===== src/rtl/mem_burst_master.sv =====
// -----------------------------------------------------------------------------
// mem_burst_master
//
// Initiator-side controller for the main memory port. It accepts one client
// request at a time: a single-word write, or a 1/4/8/16-word burst read. For
// an accepted request it raises mem_en for N consecutive cycles while holding
// the address, access size, write enable and write data steady. The memory
// walks through the burst itself. Read beats come back one cycle behind each
// enabled cycle and are tagged with a beat index and a last flag.
//
// Ports
//   clk, rst       clock; synchronous active-high reset
//   req_valid/req_ready                      request handshake
//   req_wr, req_addr, req_size, req_wdata    request fields (size code
//                                            00/01/10/11 = 1/4/8/16 words)
//   rsp_valid, rsp_data, rsp_index, rsp_last read beats (no backpressure)
//   wr_done        one-cycle pulse when a write completes
//   req_err        one-cycle pulse when a request is rejected
//   mem_addr, mem_acc_size, mem_en, mem_wren, mem_d_in    memory command
//   mem_d_out      registered read data from memory
//   mem_busy       memory burst-in-progress (monitored only)
//
// Build option
//   MEM_ADDR_CHECK_EN  when defined, rejects misaligned requests and requests
//                      that fall outside [START_ADDRESS, START_ADDRESS+MEM_SIZE).
//                      When undefined, req_err is constant 0.
// -----------------------------------------------------------------------------
module mem_burst_master #(
  parameter int unsigned              ADDRESS_SIZE  = 32,
  parameter int unsigned              DATA_SIZE     = 32,
  parameter int unsigned              ACCESS_SIZE   = 2,
  parameter logic [ADDRESS_SIZE-1:0]  START_ADDRESS = 32'h8002_0000,
  parameter int unsigned              MEM_SIZE      = 1048578
) (
  input  logic                    clk,
  input  logic                    rst,
  input  logic                    req_valid,
  output logic                    req_ready,
  input  logic                    req_wr,
  input  logic [ADDRESS_SIZE-1:0] req_addr,
  input  logic [ACCESS_SIZE-1:0]  req_size,
  input  logic [DATA_SIZE-1:0]    req_wdata,
  output logic                    rsp_valid,
  output logic [DATA_SIZE-1:0]    rsp_data,
  output logic [3:0]              rsp_index,
  output logic                    rsp_last,
  output logic                    wr_done,
  output logic                    req_err,
  output logic [ADDRESS_SIZE-1:0] mem_addr,
  output logic [ACCESS_SIZE-1:0]  mem_acc_size,
  output logic                    mem_en,
  output logic                    mem_wren,
  output logic [DATA_SIZE-1:0]    mem_d_in,
  input  logic [DATA_SIZE-1:0]    mem_d_out,
  input  logic                    mem_busy
);

  typedef enum logic [1:0] {ST_IDLE, ST_ACCESS, ST_DRAIN} state_e;

  state_e                  state_q, state_d;
  logic [4:0]              issue_cnt_q, issue_cnt_d;
  logic [3:0]              last_idx_q, last_idx_d;    // N-1 of the current request
  logic [ADDRESS_SIZE-1:0] mem_addr_q, mem_addr_d;
  logic [ACCESS_SIZE-1:0]  mem_acc_size_q, mem_acc_size_d;
  logic                    mem_en_q, mem_en_d;
  logic                    mem_wren_q, mem_wren_d;
  logic [DATA_SIZE-1:0]    mem_d_in_q, mem_d_in_d;
  logic                    rsp_valid_q, rsp_valid_d;
  logic [3:0]              rsp_index_q, rsp_index_d;
  logic                    wr_done_q, wr_done_d;
  logic                    req_err_q, req_err_d;

  logic [3:0]              req_last_idx;
  logic                    reject;

  // Size code to last beat index: 00/01/10/11 -> 0/3/7/15.
  function automatic logic [3:0] last_idx_of(input logic [1:0] code);
    unique case (code)
      2'b00:   return 4'd0;
      2'b01:   return 4'd3;
      2'b10:   return 4'd7;
      default: return 4'd15;
    endcase
  endfunction

  // Writes are always one word, whatever the client put on req_size.
  assign req_last_idx = req_wr ? 4'd0 : last_idx_of(req_size[1:0]);

`ifdef MEM_ADDR_CHECK_EN
  localparam logic [ADDRESS_SIZE:0] MEM_LIMIT = (ADDRESS_SIZE+1)'(MEM_SIZE);

  logic [6:0]              req_bytes;
  logic [ADDRESS_SIZE:0]   req_span;
  logic                    unused_inputs;

  // One extra bit keeps offset + 4N from wrapping near the top of the map.
  assign req_bytes = {({1'b0, req_last_idx} + 5'd1), 2'b00};
  assign req_span  = {1'b0, req_addr - START_ADDRESS} + (ADDRESS_SIZE+1)'(req_bytes);
  assign reject    = (req_addr[1:0] != 2'b00) || (req_addr < START_ADDRESS) ||
                     (req_span > MEM_LIMIT);
  assign unused_inputs = mem_busy;
`else
  logic unused_cfg;

  assign reject     = 1'b0;
  assign unused_cfg = ^{mem_busy, START_ADDRESS, MEM_SIZE[0]};
`endif

  always_comb begin
    // NOTE: every next-state signal takes its hold value before the case, so
    // no path through the logic leaves one unassigned and no latch is inferred.
    state_d        = state_q;
    issue_cnt_d    = issue_cnt_q;
    last_idx_d     = last_idx_q;
    mem_addr_d     = mem_addr_q;
    mem_acc_size_d = mem_acc_size_q;
    mem_en_d       = mem_en_q;
    mem_wren_d     = mem_wren_q;
    mem_d_in_d     = mem_d_in_q;
    wr_done_d      = 1'b0;
    req_err_d      = 1'b0;

    unique case (state_q)
      ST_IDLE: begin
        if (req_valid) begin
          if (reject) begin
            // Rejected requests never touch memory; DRAIN supplies the
            // one busy cycle before req_ready returns.
            req_err_d = 1'b1;
            state_d   = ST_DRAIN;
          end else begin
            mem_addr_d     = req_addr;
            mem_acc_size_d = req_wr ? '0 : req_size;
            mem_wren_d     = req_wr;
            mem_d_in_d     = req_wdata;
            last_idx_d     = req_last_idx;
            issue_cnt_d    = '0;
            mem_en_d       = 1'b1;
            state_d        = ST_ACCESS;
          end
        end
      end
      ST_ACCESS: begin
        if (issue_cnt_q == {1'b0, last_idx_q}) begin
          mem_en_d  = 1'b0;
          wr_done_d = mem_wren_q;
          state_d   = ST_DRAIN;
        end else begin
          issue_cnt_d = issue_cnt_q + 5'd1;
        end
      end
      default: state_d = ST_IDLE;   // ST_DRAIN: final read beat returns now
    endcase

    // Memory data lags each enabled read cycle by one clock.
    rsp_valid_d = mem_en_q & ~mem_wren_q;
    rsp_index_d = (rsp_valid_q && !rsp_last) ? rsp_index_q + 4'd1 : 4'd0;
  end

  always_ff @(posedge clk) begin
    // NOTE: state registers use non-blocking assignments so every flop
    // samples the pre-edge values, independent of statement order.
    if (rst) begin
      state_q        <= ST_IDLE;
      issue_cnt_q    <= '0;
      last_idx_q     <= '0;
      mem_addr_q     <= '0;
      mem_acc_size_q <= '0;
      mem_en_q       <= 1'b0;
      mem_wren_q     <= 1'b0;
      mem_d_in_q     <= '0;
      rsp_valid_q    <= 1'b0;
      rsp_index_q    <= '0;
      wr_done_q      <= 1'b0;
      req_err_q      <= 1'b0;
    end else begin
      state_q        <= state_d;
      issue_cnt_q    <= issue_cnt_d;
      last_idx_q     <= last_idx_d;
      mem_addr_q     <= mem_addr_d;
      mem_acc_size_q <= mem_acc_size_d;
      mem_en_q       <= mem_en_d;
      mem_wren_q     <= mem_wren_d;
      mem_d_in_q     <= mem_d_in_d;
      rsp_valid_q    <= rsp_valid_d;
      rsp_index_q    <= rsp_index_d;
      wr_done_q      <= wr_done_d;
      req_err_q      <= req_err_d;
    end
  end

  assign req_ready    = (state_q == ST_IDLE);
  assign rsp_valid    = rsp_valid_q;
  assign rsp_data     = mem_d_out;
  assign rsp_index    = rsp_index_q;
  assign rsp_last     = rsp_valid_q && (rsp_index_q == last_idx_q);
  assign wr_done      = wr_done_q;
  assign req_err      = req_err_q;
  assign mem_addr     = mem_addr_q;
  assign mem_acc_size = mem_acc_size_q;
  assign mem_en       = mem_en_q;
  assign mem_wren     = mem_wren_q;
  assign mem_d_in     = mem_d_in_q;

endmodule


===== config.mk =====
export PLATFORM = sky130hd
export DESIGN_NAME = mem_burst_master
export DESIGN_NICKNAME = d
export VERILOG_FILES = /design/src/rtl/mem_burst_master.sv
export SDC_FILE = /design/constraint.sdc
export NUM_CORES = 1
export LEC_CHECK = 0
export CORE_MARGIN = 2
export CORE_UTILIZATION = 36
export DETAILED_ROUTE_END_ITERATION = 12
export PLACE_DENSITY = 0.79
export SLEW_MARGIN = 15
export SYNTH_ARGS = -nofsm -noshare
export SYNTH_HDL_FRONTEND = slang
export SYNTH_SLANG_ARGS = --single-unit

===== constraint.sdc =====
create_clock -name clk -period 1.75 [get_ports clk]
set_input_delay 0.175 -clock clk [delete_from_list [all_inputs] [get_ports clk]]
set_output_delay 0.175 -clock clk [all_outputs]
set_load 0.02 [all_outputs]

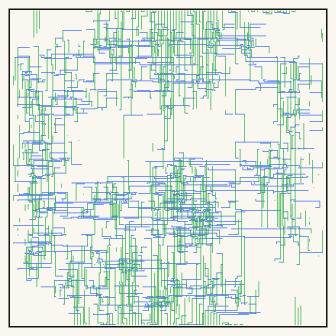
Figure 1: run 1, routed metal, one color a layer.
Only two layers are drawn.
met1: drawn in blue, wire length 3300 um. met2: drawn in green, wire length 4430 um.

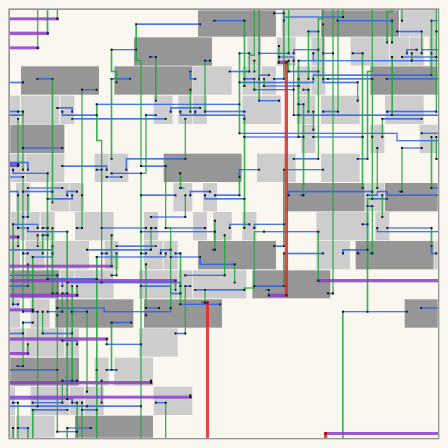
Figure 2: run 1, close-up of the layout.
Window x 5 to 45, y 55 to 95 um. Cells in gray, sequential cells in the stronger gray; small squares are vias.
met3: drawn in purple. met2: drawn in green. met4: drawn in red. met1: drawn in blue.
Sequential cells in the window: 18. Netlist names of flops here include `mem_addr` (9), `mem_d_in` (9). Most frequent: nand2_1 (29), clkdlybuf4s50_1 (21), dfxtp_1 (18). 87 logic cells have their middle in the window.

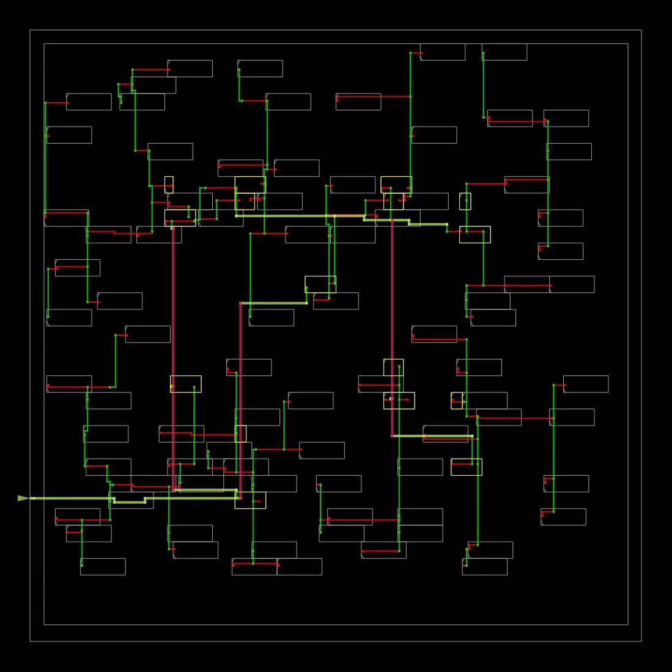
Figure 3: run 1, clock wiring as the flow saved it.
clock sinks: 84
worst skew pair latency: 350 ps
Clock buffer cells: 10
Clock net power: 1.20 mW
flop count: 84

==> qor.txt, run 1 <==
Status: finished with violations
Failing checks: negative setup slack
Post-DRT Antenna Nets: 0
CTS root buf: clkbuf_8
Met2 routed WL: 4430 um
Top area contributor share: 50.5%
Cell row count: 35
Antenna Cells: 0
Met3 usage: 6.13%
P_comb: 0.938 mW
Vias: 3080
Yosys Chip Area: 3330 um2
I/O Buffers: 145
Critical Path AT: 1600 ps
Cell Type Count: 37
Register Area: 1680 um2
Post-synth mux share: 0%
Post-Route Skew: 10.9 ps
Met3 wire len: 595 um
Most frequent cells in the layout: clkdlybuf4s50_1 (143), nand2_1 (135), dfxtp_1 (84), a21oi_1 (73), buf_4 (16)
F_max: 562 MHz
Final Power: 4.23 mW
Design Area, Final: 4920 um2
Yosys xor share: 1.58%
Flop pwr share: 49.5%
Top cell excl fill/tap: clkdlybuf4s50_1
Post-Synth Adder-Cell Area: 0.752%
Fin Hold WS: 298 ps
Comb pwr share: 22.1%
First-pass GRT wire length: 13600 um
P_leak: 1.85 nW
Post-synthesis area per instance: 8.06 um2
Floorplan Utilization: 36.6%
Syn Inst Count: 413
DR DRC count: 0
Utilization after layout: 54.0%
Clock power share: 28.4%
Hpwl dp: 6200 um
Crit path max-delay family: simple AND/OR/NAND/NOR gates
Int Power: 3.02 mW
Slew HR: 61.5%
Area growth syn-to-layout: 47.7%
Max Root-Sink Buffers: 2
Dpl ws: -91.3 ps
Met1 Usage GRT: 17.6%
Synth top cells by count: nand2_1 (135), dfxtp_1 (84), a21oi_1 (73), buf_4 (33), clkbuf_1 (24)
Ys Warns: 0
Setup CP Type: reg -> out
Worst vdd ir: 503 uV
Hold Vio Cnt, Final: 0
Post-CTS setup buffers: 0
Setup violations, final: 1
CORE AREA: 9110 um2
Top cells by area: dfxtp_1 (51%), nand2_1 (15%), a21oi_1 (11%)
Asr flop ratio synth: 0%
1st-iter DRT viols: 86
Seq pwr: 2.10 mW
Clock tree from TritonCTS: done
Final nets: 633
M2 GR Usage: 30.8%
GR Overflow Total: 0
CTS buffer count: 9
Comb. cell area: 1330 um2
Share of cells above drive strength 1: 8.44%
GPL Wtd Cong: 0.790
Final worst setup slack: -29.6 ps
Number of max-cap violations: 0
Register area share after synthesis: 50.5%
Wirelength per Cell: 13.1 um
Area post-placement: 4720 um2
Ys flop type: dfxtp_1
Final min period: 1780 ps
Mapped cell area: 3330 um2
Die ar.: 10000 um2
Routed wire length: 8460 um
Vias in the first global route: 3055
Vias per cell: 4.78
Worst Path Buf+Inv: 1
Placed instance count: 628
Syn nets: 518
GRT busiest layer: met2
Synth area leader: dfxtp_1
Maximum number of pins on one net before global-route repair: 52
CP Launch Type: flop
Worst Tran Pin Value: 577 ps
Max Fanout on Critical Path: 2
Final std cells w/o fill: 644
# fillers: 884
Antenna violations before repair: 0
Synth top cell by count: nand2_1
Synth Register Bits: 84
Cell total in the yosys stat output: 413
CP Cell Sequence: or3_4, a211oi_4, and2_4, buf_6
Die Wd: 100 um
Resized Gates After CTS: 6
Critical-path top delay cell: or3_4
CP Capture Type: output pin
Top-level I/O count: 212
Final Slew Violations: 0
Net Sw Frac: 28.8%
Hold Crit Class: in -> reg
Ao+oa area frac: 14.5%
# H-tree levels: 3
GRT Overall Usage: 16.9%
Switch Pwr: 1.22 mW
Cycle use final: 102%
Pwr top: registers
Tool warnings: 28
Main logic family: simple AND/OR/NAND/NOR gates
M1 WL: 3300 um
EDFF count, synth: 0
Drt first pass iters: 4
Setup TNS: -29.6 ps
Critical Path RT: 1570 ps
Unrepaired setup endpoints after global routing: yes
Pwr per Cell Area: 861 nW/um2
Simple-Gate Area Share: 21.9%
Max incr delay on CP: 390 ps
Die H: 100 um
Top sig layer: met4
run 1: path summary, 6_finish.rpt:
kind	endpoint	start	slack (ps)	depth (start not counted)
hold / removal	last_idx_q[1]$_SDFFE_PP0P_	rst	300	2
hold reg to reg	mem_d_in[25]$_SDFFE_PP0P_	mem_d_in[25]$_SDFFE_PP0P_	450	2
setup reg to reg	issue_cnt_q[2]$_SDFFE_PP0P_	last_idx_q[1]$_SDFFE_PP0P_	70	5
setup / recovery	rsp_last	last_idx_q[1]$_SDFFE_PP0P_	-30	4
run 1: area by class of cell:
class                           count  area share, %
Timing Repair Buffer              162           32.3
Clock buffer                       10           2.59
Clock inverter                      6          0.839
Sequential cell                    84           34.2
Multi-Input combinational cell    268           27.0
Tap cell                          111           2.82
Inverter                            3          0.229
Figure 4. Wires at chosen ports, followed through buffers (run 1).
Bar = 20 um.
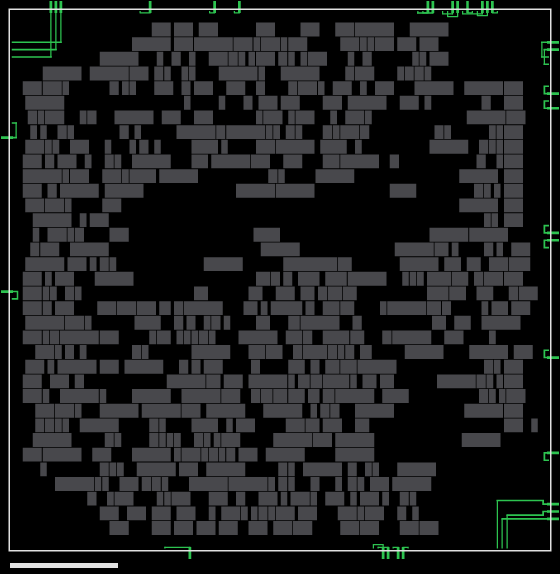

==> run 1 -> run 2 <==
--- a/config.mk
+++ b/config.mk
@@ -5,7 +5,6 @@
 export SDC_FILE = /design/constraint.sdc
 export NUM_CORES = 1
 export LEC_CHECK = 0
-export CORE_MARGIN = 2
 export CORE_UTILIZATION = 36
 export DETAILED_ROUTE_END_ITERATION = 12
 export PLACE_DENSITY = 0.79
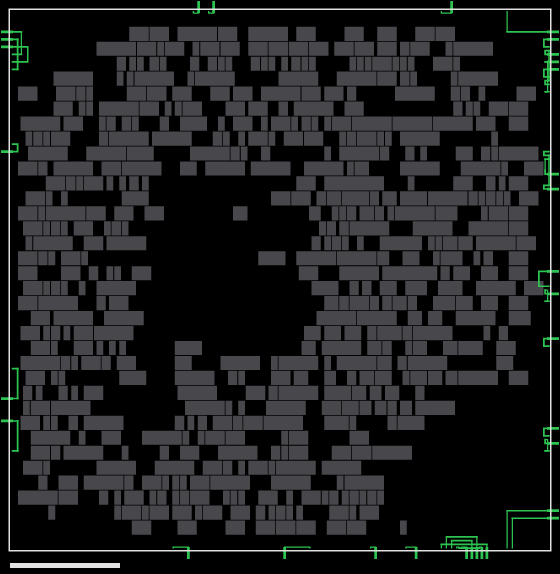
Figure 5: run 2, wires at chosen ports, followed through buffers.
Bar = 20 um.
`rsp_data`: drawn in green, bits 32, direction output, end cells 0, wire 189 um.

==> qor.txt, run 2 <==
Hpwl dp: 6160 um (-0.62%)
Max-area cell class: flip-flops and latches
Design Area, Final: 4950 um2 (+0.71%)
Asr flop ratio synth: 0% (unchanged)
Vias: 3121 (+1.3%)
Status: finished with violations
Clock-cell share: 4.09% (+0.66 points)
Critical Path RT: 1570 ps (about the same)
Met2 routed WL: 4210 um (-5.1%)
GRT Overall Usage: 17.9% (+1.0 points)
Setup CP Type: reg -> out
Pwr per Cell Area: 895 nW/um2 (+3.9%)
Worst r2r path cells: 5 (unchanged)
Top cell excl fill/tap: clkdlybuf4s50_1
EDFF count, synth: 0 (unchanged)
Worst skew pair latency: 340 ps (about the same)
R2r startpoint: last_idx_q[1]$_SDFFE_PP0P_
Cell total in the yosys stat output: 413 (unchanged)
Final Slew Violations: 0 (unchanged)
P_leak: 1.87 nW (+1.1%)
Max Root-Sink Buffers: 2 (unchanged)
M1 WL: 3300 um (about the same)
Max Fanout on Critical Path: 2 (unchanged)
Setup violations, final: 1 (unchanged)
Synth top cell by count: nand2_1
Drt first pass iters: 9 (+5)
Reg clk slew, reported paths: 90 ps
Mapped cell area: 3330 um2 (unchanged)
Top cells by area: dfxtp_1 (51%), nand2_1 (15%), a21oi_1 (11%)
Cycle use final: 101% (-0.44 points)
Setup TNS: -21.9 ps (+7.72 ps)
Final nets: 633 (unchanged)
FF-to-FF End: issue_cnt_q[2]$_SDFFE_PP0P_
Dpl ws: -94.2 ps (-2.88 ps)
Final std cells w/o fill: 641 (-0.47%)
Top-level I/O count: 212 (unchanged)
Die ar.: 9640 um2 (-4.0%)
Clock tree from TritonCTS: done
Top area contributor share: 50.5% (unchanged)
First-pass GRT wire length: 14000 um (+3.1%)
Met1 Usage GRT: 19.0% (+1.5 points)
Utilization after layout: 56.0% (+2.0 points)
Syn nets: 518 (unchanged)
CORE AREA: 8850 um2 (-2.9%)
Antenna violations before repair: 0 (unchanged)
Placed instance count: 625 (-0.48%)
Register area share after synthesis: 50.5% (unchanged)
Post-synthesis area per instance: 8.06 um2 (unchanged)
Met3 wire len: 734 um (+23%)
Post-Route Skew: 12.3 ps (+1.43 ps)
Synth Register Bits: 84 (unchanged)
Fraction of area in registers: 34.0% (-0.22 points)
GRT busiest layer: met2
Flop count: 84 (unchanged)
Unrepaired setup endpoints after global routing: yes
Logic share of the area: 26.5% (-0.49 points)
Maximum number of pins on one net before global-route repair: 38 (-27%)
Post-DRT Antenna Nets: 0 (unchanged)
Die Wd: 98.2 um (-2.0%)
Wirelength per Cell: 13.2 um (+0.86%)
Cell row count: 34 (-2.9%)
Vias per cell: 4.87 (+1.8%)
Routed wire length: 8490 um (+0.39%)
Setup crit start: rsp_index[1]$_SDFF_PP0_
Hold depth: 2 (unchanged)
CTS buffer count: 9 (unchanged)
Met3 usage: 8.02% (+1.9 points)
Comb gates: 268 (unchanged)
Comb. cell area: 1320 um2 (-1.1%)
Post-CTS setup buffers: 0 (unchanged)
Resized Gates After CTS: 6 (unchanged)
Antenna Cells: 0 (unchanged)
Number of max-cap violations: 0 (unchanged)
Die H: 98.2 um (-2.0%)
Hold Vio Cnt, Final: 0 (unchanged)
Clock buffer cells: 11 (+1)
GPL Wtd Cong: 0.771 (-2.4%)
Synth top cells by count: nand2_1 (135), dfxtp_1 (84), a21oi_1 (73), buf_4 (33), clkbuf_1 (24)
I/O Buffers: 145 (unchanged)
CP Launch Type: flop
DR DRC count: 10 (+10)
Clock sinks: 84 (unchanged)
Ys Warns: 0 (unchanged)
Vias in the first global route: 3120 (+2.1%)
Share of cells above drive strength 1: 8.44% (unchanged)
Synth area leader: dfxtp_1
# H-tree levels: 3 (unchanged)
Floorplan Utilization: 37.6% (+1.1 points)
Worst hold endpoint: last_idx_q[1]$_SDFFE_PP0P_
Cell Type Count: 37 (unchanged)
Final worst setup slack: -21.9 ps (+7.72 ps)
Register Area: 1680 um2 (about the same)
R2R Setup Slk: 40 ps (-30 ps)
CP Capture Type: output pin
Hold Crit Class: in -> reg
1st-iter DRT viols: 130 (+51%)
Tap Count: 108 (-2.7%)
Final Power: 4.43 mW (+4.7%)
Top sig layer: met4
M2 GR Usage: 30.1% (-0.70 points)
Number of hold buffers added after cts: 0
Syn Inst Count: 413 (unchanged)
Yosys Chip Area: 3330 um2 (unchanged)
Fin Hold WS: 251 ps (-46.7 ps)
Tool warnings: 28 (unchanged)
Min-delay src: rst
Worst Setup EP: rsp_last
# fillers: 814 (-7.9%)
Buffers excl. clock: 162 (unchanged)
Non-clock inverter count in the final layout: 3 (unchanged)
Failing checks: design-rule violations, negative setup slack
Ys flop type: dfxtp_1
Critical Path AT: 1600 ps (about the same)
Signal buffers share of area: 32.4% (+0.15 points)
GR Overflow Total: 0 (unchanged)
CTS root buf: clkbuf_8
Most frequent cells in the layout: clkdlybuf4s50_1 (142), nand2_1 (135), dfxtp_1 (83), a21oi_1 (73), buf_4 (14)
Area growth syn-to-layout: 48.8%
Worst vdd ir: 547 uV (+8.7%)
Final min period: 1770 ps (-7.72 ps)
F_max: 564 MHz (+0.44%)
Area post-placement: 4730 um2 (+0.19%)
## run 2: critical path, stage by stage (launching register included)
cell      delay (ps)
dfxtp_1          320
or3_4            380
a211oi_2         260
and2_4           180
buf_6            110
## run 2: kinds of logic after synthesis
| kind of cell | after synthesis | share of synthesized area [%] |
|---|---|---|
| adders and majority gates | 2 | 0.751 |
| and+or+nand+nor | 173 | 21.9 |
| other | 1 | 0.113 |
| xor gates and xnor gates | 6 | 1.58 |
| DFF | 84 | 50.5 |
| buffers and inverters | 61 | 10.6 |
| AOI/OAI and AO/OA | 86 | 14.5 |
## run 2: power by group
group | total, mW | internal [mW] | leakage [nW] | switching, mW
clock network | 1.39 | 0.705 | 0.103 | 0.687
logic | 0.943 | 0.476 | 1.08 | 0.467
registers | 2.10 | 2.03 | 0.689 | 0.0643
Power is estimated from default activity; no workload was simulated.
